[config.mk]
export PLATFORM = sky130hd
export DESIGN_NAME = rst_req_debounce
export DESIGN_NICKNAME = d
export VERILOG_FILES = /design/src/rtl/rst_req_pkg.sv /design/src/rtl/bit_sync.sv /design/src/rtl/rst_req_debounce.sv
export SDC_FILE = /design/constraint.sdc
export NUM_CORES = 1
export LEC_CHECK = 0
export CAP_MARGIN = 20
export CORE_AREA = 2 2 69 51
export DETAILED_ROUTE_END_ITERATION = 7
export DIE_AREA = 0 0 71 53
export GPL_TIMING_DRIVEN = 0
export PLACE_DENSITY = 0.74
export SLEW_MARGIN = 15
export SYNTH_ARGS = -nofsm -noshare
export SYNTH_HDL_FRONTEND = slang
export SYNTH_SLANG_ARGS = --single-unit
[constraint.sdc]
create_clock -name clk -period 1.9 [get_ports clk]
set_input_delay 0.57 -clock clk [delete_from_list [all_inputs] [get_ports clk]]
set_output_delay 0.57 -clock clk [all_outputs]
set_load 0.02 [all_outputs]
[src/rtl/rst_req_pkg.sv]
`default_nettype none
// ============================================================================
// Module   : rst_req_pkg
// Purpose  : Shared types and constants for the reset-request initiator.
// Revision : 1.0  initial release
// ============================================================================
package rst_req_pkg;

  typedef enum logic [1:0] {
    IDLE         = 2'd0,
    QUALIFY      = 2'd1,
    ASSERT       = 2'd2,
    WAIT_RELEASE = 2'd3
  } state_e;

  localparam int CAUSE_BTN = 0;
  localparam int CAUSE_WDT = 1;

  localparam int unsigned DEF_SYNC_STAGES     = 2;
  localparam int unsigned DEF_DEBOUNCE_CYCLES = 1_000_000;
  localparam int unsigned DEF_PULSE_CYCLES    = 16;
  localparam int unsigned DEF_WDT_CYCLES      = 2**24;

endpackage
`default_nettype wire

[src/rtl/bit_sync.sv]
`default_nettype none
// ============================================================================
// Module   : bit_sync
// Purpose  : Single-bit multi-flop synchronizer, synchronous reset to 0.
// Revision : 1.0  initial release
// ============================================================================
module bit_sync #(
  parameter int unsigned STAGES = 2
) (
  input  logic clk,
  input  logic reset,
  input  logic d,
  output logic q
);

  logic [STAGES-1:0] sync_q;
  logic [STAGES-1:0] sync_d;

  always_comb begin
    sync_d = {sync_q[STAGES-2:0], d};
  end

  always_ff @(posedge clk) begin
    if (reset) begin
      sync_q <= '0;
    end else begin
      sync_q <= sync_d;
    end
  end

  assign q = sync_q[STAGES-1];

endmodule
`default_nettype wire

[src/rtl/rst_req_debounce.sv]
`default_nettype none
// ============================================================================
// Module   : rst_req_debounce
// Purpose  : Debounced pushbutton (and optional watchdog) to fixed-width
//            active-high reset request. Watchdog enabled by RST_REQ_WDT_EN.
// Revision : 1.0  initial release
// ============================================================================
module rst_req_debounce
  import rst_req_pkg::*;
#(
  parameter int unsigned SYNC_STAGES     = DEF_SYNC_STAGES,
  parameter int unsigned DEBOUNCE_CYCLES = DEF_DEBOUNCE_CYCLES,
  parameter int unsigned PULSE_CYCLES    = DEF_PULSE_CYCLES,
  parameter int unsigned WDT_CYCLES      = DEF_WDT_CYCLES
) (
  input  logic       clk,
  input  logic       reset,
  input  logic       btn_in,
`ifdef RST_REQ_WDT_EN
  input  logic       wdt_kick,
`endif
  input  logic       cause_clr,
  output logic       reset_req,
  output logic       busy,
  output logic [1:0] cause
);

  localparam int unsigned DW = $clog2(DEBOUNCE_CYCLES + 1);
  localparam int unsigned PW = $clog2(PULSE_CYCLES + 1);

  state_e          state_q, state_d;
  logic [DW-1:0]   dcnt_q, dcnt_d;
  logic [PW-1:0]   pcnt_q, pcnt_d;
  logic            req_q, req_d;
  logic            busy_q, busy_d;
  logic [1:0]      cause_q, cause_d;
  logic [1:0]      cause_set;
  logic            btn_s;
  logic            wdt_expire;

  bit_sync #(.STAGES(SYNC_STAGES)) u_btn_sync (
    .clk   (clk),
    .reset (reset),
    .d     (btn_in),
    .q     (btn_s)
  );

`ifdef RST_REQ_WDT_EN
  localparam int unsigned WW = $clog2(WDT_CYCLES + 1);
  logic [WW-1:0] wcnt_q, wcnt_d;

  // A kick in the expiry cycle suppresses the expiry.
  always_comb begin
    wdt_expire = ((state_q == IDLE) || (state_q == QUALIFY)) &&
                 (wcnt_q == WW'(WDT_CYCLES - 1)) && !wdt_kick;
    if (wdt_kick || wdt_expire || (state_q == ASSERT) || (state_q == WAIT_RELEASE)) begin
      wcnt_d = '0;
    end else begin
      wcnt_d = wcnt_q + WW'(1);
    end
  end

  always_ff @(posedge clk) begin
    if (reset) begin
      wcnt_q <= '0;
    end else begin
      wcnt_q <= wcnt_d;
    end
  end
`else
  logic wdt_cycles_unused;
  assign wdt_cycles_unused = ^WDT_CYCLES;
  assign wdt_expire        = 1'b0;
`endif

  always_comb begin
    state_d   = state_q;
    dcnt_d    = dcnt_q;
    pcnt_d    = '0;
    cause_set = 2'b00;
    case (state_q)
      IDLE: begin
        dcnt_d = '0;
        if (btn_s) begin
          if (DEBOUNCE_CYCLES == 1) begin
            state_d              = ASSERT;
            cause_set[CAUSE_BTN] = 1'b1;
          end else begin
            state_d = QUALIFY;
            dcnt_d  = DW'(1);
          end
        end
      end
      QUALIFY: begin
        // dcnt holds samples seen so far; the current sample completes the run.
        if (!btn_s) begin
          state_d = IDLE;
          dcnt_d  = '0;
        end else if (dcnt_q == DW'(DEBOUNCE_CYCLES - 1)) begin
          state_d              = ASSERT;
          dcnt_d               = '0;
          cause_set[CAUSE_BTN] = 1'b1;
        end else if (dcnt_q < DW'(DEBOUNCE_CYCLES)) begin
          dcnt_d = dcnt_q + DW'(1);
        end
      end
      ASSERT: begin
        if (pcnt_q == PW'(PULSE_CYCLES - 1)) begin
          state_d = btn_s ? WAIT_RELEASE : IDLE;
        end else begin
          pcnt_d = pcnt_q + PW'(1);
        end
      end
      WAIT_RELEASE: begin
        if (!btn_s) begin
          state_d = IDLE;
        end
      end
      default: begin
        state_d = IDLE;
        dcnt_d  = '0;
      end
    endcase

    if (wdt_expire) begin
      state_d              = ASSERT;
      dcnt_d               = '0;
      cause_set[CAUSE_WDT] = 1'b1;
    end

    req_d   = (state_d == ASSERT);
    busy_d  = (state_d == ASSERT) || (state_d == WAIT_RELEASE);
    cause_d = (cause_clr ? 2'b00 : cause_q) | cause_set;
  end

  always_ff @(posedge clk) begin
    if (reset) begin
      state_q <= IDLE;
      dcnt_q  <= '0;
      pcnt_q  <= '0;
      req_q   <= 1'b0;
      busy_q  <= 1'b0;
      cause_q <= 2'b00;
    end else begin
      state_q <= state_d;
      dcnt_q  <= dcnt_d;
      pcnt_q  <= pcnt_d;
      req_q   <= req_d;
      busy_q  <= busy_d;
      cause_q <= cause_d;
    end
  end

  assign reset_req = req_q;
  assign busy      = busy_q;
  assign cause     = cause_q;

endmodule
`default_nettype wire

==> images/m1.png <==
Supply wires on this layer in gray.
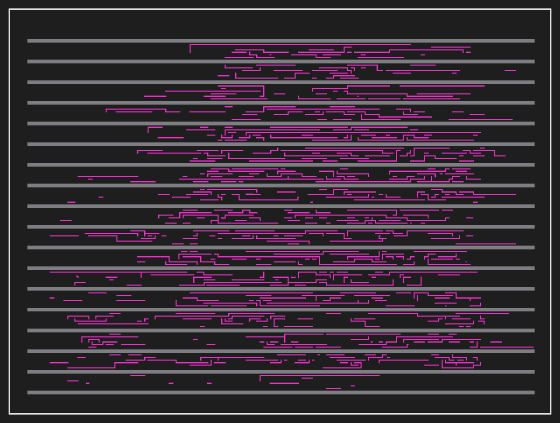
wire length on this layer: 1840 um
main direction: horizontal
share of all routed wire: 39%
final WL: 4.73 mm
met1 Usage GRT: 29.8%
routed vias: 1688

==> images/ff_map.png <==
Other sequential cells in the stronger gray, the rest of the logic in the fainter gray.
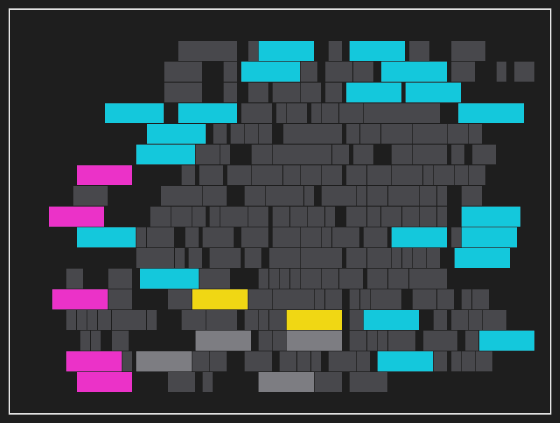
legend:
  `state_q`:
    color: yellow
    sequential_cells: 2
  `dcnt_q`:
    color: cyan
    sequential_cells: 20
    where: all over the die
  `pcnt_q`:
    color: magenta
    sequential_cells: 5
Seq power: 653 uW
Flop area: 638 um2
Seq/total area: 30.9%
Layout Utilization: 66.9%

==> flow_metrics.py <==
# Synthesis and PnR figures
metrics = {
    "logic_synthesis": {
        "async_reset_ff_share_pct": 0,
        "synth.avg_cell_area_um2": 8.48,
        "ys_seq_share_pct": 39.8,
        "syn_inst": 184,
        "synth_flops": 31,
        "synthesis.area_mm2": 0.00156,
        "synth_cell_type_count": 44,
        "ff_type": "dfxtp_1",
        "ys_chip_area_mm2": 0.00156,
        "synth_warnings": 0,
        "synth_nets": 191,
        "synth-edff-count": 0,
        "ys_cells": 184,
    },
    "floorplanning": {
        "initCoreUtil_pct": 50.6,
        "die_x_um": 71,
        "dieArea_mm2": 0.00376,
        "rows": 17,
        "io_pins": 8,
    },
    "worst_setup_path": {
        "cp_top_family": "AND-OR/OR-AND gates",
        "rr_startpoint": "dcnt_q[11]",
        "crit_required_ps": 2070,
        "critPathLaunch": "dcnt_q[11]",
        "crit_top_cell": "buf_6",
        "cp.buffers_inverters": 3,
        "slowest_delay_ps": 370,
        "r2r_slack_ps": -240,
        "crit_cells": 8,
        "worstSetupPathType": "reg -> reg",
        "rr_worst_depth": 8,
        "reg2reg_to": "dcnt_q[17]",
        "crit_end": "dcnt_q[17]",
        "cp_cell_sequence": "nor4_4, a311oi_2, buf_6, buf_6, a2111oi_4, buf_4, mux2i_1, nor3_1",
        "endpoint_kind": "flip-flop",
        "cp_slowest_cell": "dfxtp_4",
        "crit_fanout": 5,
        "worstPathArrival_ps": 2310,
        "crit_path_start_kind": "flip-flop",
    },
    "power_and_ir_drop": {
        "leakage_nw": 0.755,
        "power.density_mw_per_mm2": 579,
    },
    "clocking": {
        "cts_hold_buf": 0,
        "htree_levels": 2,
        "clk_latency_ps": 280,
        "post_cts_buffers": 9,
        "cts_resized": 20,
        "clk_pin_slew_worst_paths_ps": 60,
        "cts_max_path_buffers": 2,
        "cts_buffers": 5,
        "cts_tree": "done",
        "cts-root-buf": "clkbuf_8",
    },
    "final_layout": {
        "drive_above_1_share_pct": 35.3,
        "area_delta_synth_final_pct": 32.2,
        "fin_cells": 253,
        "antenna_cells": 0,
        "fillers": 231,
        "lay_top_count": "dfxtp_1",
        "fin_nets": 222,
        "most-common-layout-cells": "dfxtp_1, buf_4, nor2_1, nand2_1, a21oi_1",
    },
    "global_route": {
        "grt_start_max_net_pins": 12,
        "track_usage_pct": 24.1,
        "grt-ovfl-total": 0,
        "antenna_found_initial": 0,
        "grt_pass1_vias": 1434,
        "grt_pass1_wl_mm": 6.68,
    },
    "timing": {
        "tightest_slew_ps": 530,
        "finalClockPeriodUsage_pct": 113,
        "finalWorstSetupSlack_ps": -242,
        "post-route-min-period_ps": 2140,
        "timing.fmax_ghz": 0.467,
        "max-slew-margin-rel_pct": 64.7,
        "final_hold_viol_count": 0,
        "rsz0062_at_grt": "true",
        "finalSetupViolCount": 21,
        "drv_slew": 0,
    },
    "run": {
        "warnings": 29,
        "max_cap_viol_count": 0,
    },
    "worst_hold_path": {
        "hold_path_class": "reg -> reg",
    },
    "detailed_routing": {
        "drc_errors": 0,
        "via_per_inst": 6.67,
        "drtIter0Drc": 273,
        "firstDrtPassIters": 6,
        "drt-wirelength-per-cell_um": 18.7,
        "postRouteAntennaNets": 0,
    },
    "place": {
        "placed_cells": 227,
        "io_buffers": 5,
        "hpwl_mm": 2.64,
        "place_congestion": 0.878,
    },
    "status": {
        "status": "finished, violations left",
        "violations": "setup timing",
    },
}
==> images/floorplan.png <==
Pins as bars on the die edge.
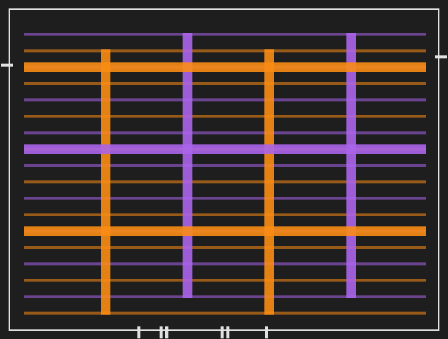
legend:
  VDD:
    color: purple
  VSS:
    color: orange
signal pins: 8
rows: 17
met5 straps: 3
met4 straps: 4
core area: 0.00308 mm2
maximum VDD drop: 0.000346 V
Die Y: 53 um

==> images/clock_nets.png <==
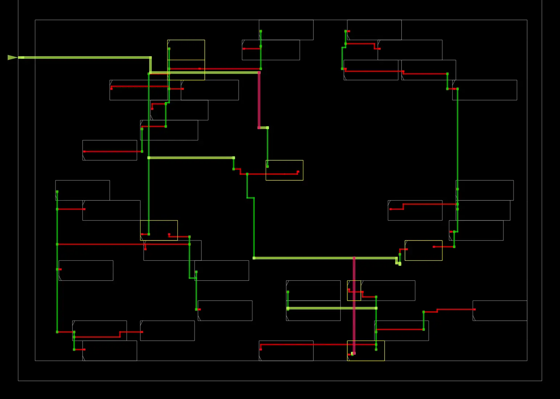
clk_skew: 4.07 ps
clk sinks: 31

[Yosys cell counts, types with 2 or more instances]
master	n	area [um2]
and3_1	7	43.8
nor2_1	16	60.1
o21ai_0	9	45.0
mux2i_1	3	30.0
a311oi_1	2	17.5
and2_1	2	12.5
nand2_1	14	52.6
or2_2	2	12.5
a21oi_1	16	80.1
or4_1	6	45.0
nor3_1	7	35.0
or3_1	6	37.5
a211oi_1	2	15.0
nand3_1	7	35.0
inv_1	8	30.0
ha_1	3	37.5
o31ai_1	4	30.0
clkbuf_1	5	18.8
a21o_1	2	15.0
nand4_1	5	31.3
nor2b_1	2	12.5
buf_6	2	22.5
dfxtp_1	31	621
a31oi_1	3	18.8
[registers in the layout, indices dropped and copies added, names as in the netlist]
name	flops
cause	1
dcnt_q	20
pcnt_q	5
reset_req	1
state_q	2
u_btn_sync.sync_q	2
[power breakdown]
group	leakage (nW)	internal (mW)	total (mW)	switching [mW]
Combinational	0.453	0.00912	0.0198	0.0107
Sequential	0.256	0.650	0.653	0.00295
Clock	0.0470	0.284	0.521	0.238
Total	0.755	0.943	1.19	0.251
[how the worst min path moves through the flow]
stage	endpoint	slack, ps	start	cells past startpoint
after floorplan	u_btn_sync.sync_q[1]	410	u_btn_sync.sync_q[0]	1
after global placement	u_btn_sync.sync_q[1]	430	u_btn_sync.sync_q[0]	1
after detailed placement	u_btn_sync.sync_q[1]	430	u_btn_sync.sync_q[0]	1
after global routing	u_btn_sync.sync_q[1]	480	u_btn_sync.sync_q[0]	1
after CTS	u_btn_sync.sync_q[1]	450	u_btn_sync.sync_q[0]	1
final	u_btn_sync.sync_q[1]	450	u_btn_sync.sync_q[0]	1
[area by class of cell]
type / count / area (um2) / share of cell area, %
clock buffers: 6 / 82.6 / 4.00
clock inverters: 1 / 5.00 / 0.243
well taps: 38 / 47.5 / 2.30
repair buffers: 26 / 218 / 10.6
plain buffers: 6 / 42.5 / 2.06
multi-input cells: 137 / 1000 / 48.5
inverters: 8 / 30.0 / 1.46
flip-flops and latches: 31 / 638 / 30.9
[cell families (layout without fill, tap and decap cells)]
group	Yosys count	count (layout)	synth area share [%]
adder cells (fa/ha/maj)	3	3	2.41
AND/OR/NAND/NOR	82	82	29.5
multiplexers	3	3	1.92
other	1	1	0.240
AND-OR/OR-AND	45	46	19.6
buffers and inverters	17	47	5.37
flip-flops	31	31	39.8
XOR/XNOR	2	2	1.12
[through the flow]
| stage | setup slack (ps) | setup TNS (ps) | power, mW | instance area [um2] | hold WS (ps) |
|---|---|---|---|---|---|
| after floorplan | -30.7 | -30.7 | 0.681 | 1570 | 414 |
| after global placement | -171 | -2170 | 0.687 | 1670 | 426 |
| after detailed placement | -194 | -2960 | 0.687 | 1670 | 432 |
| after CTS | -137 | -1600 | 1.20 | 1890 | 447 |
| after global routing | -301 | -3920 | 1.23 | 2060 | 484 |
| final | -242 | -2910 | 1.19 | 2060 | 445 |
[per-layer routing]
layer	wire length, um	up-vias	part of all wire, %	global-route usage [%]
met3	521	33	11	8.57
met2	2190	138	46	38.0
met4	180	0	3.8	11.0
li1	-	744	-	-
met5	0	-	0	0
met1	1840	773	39	29.8
No activity file was given, so power comes from the tool's default toggle rates.
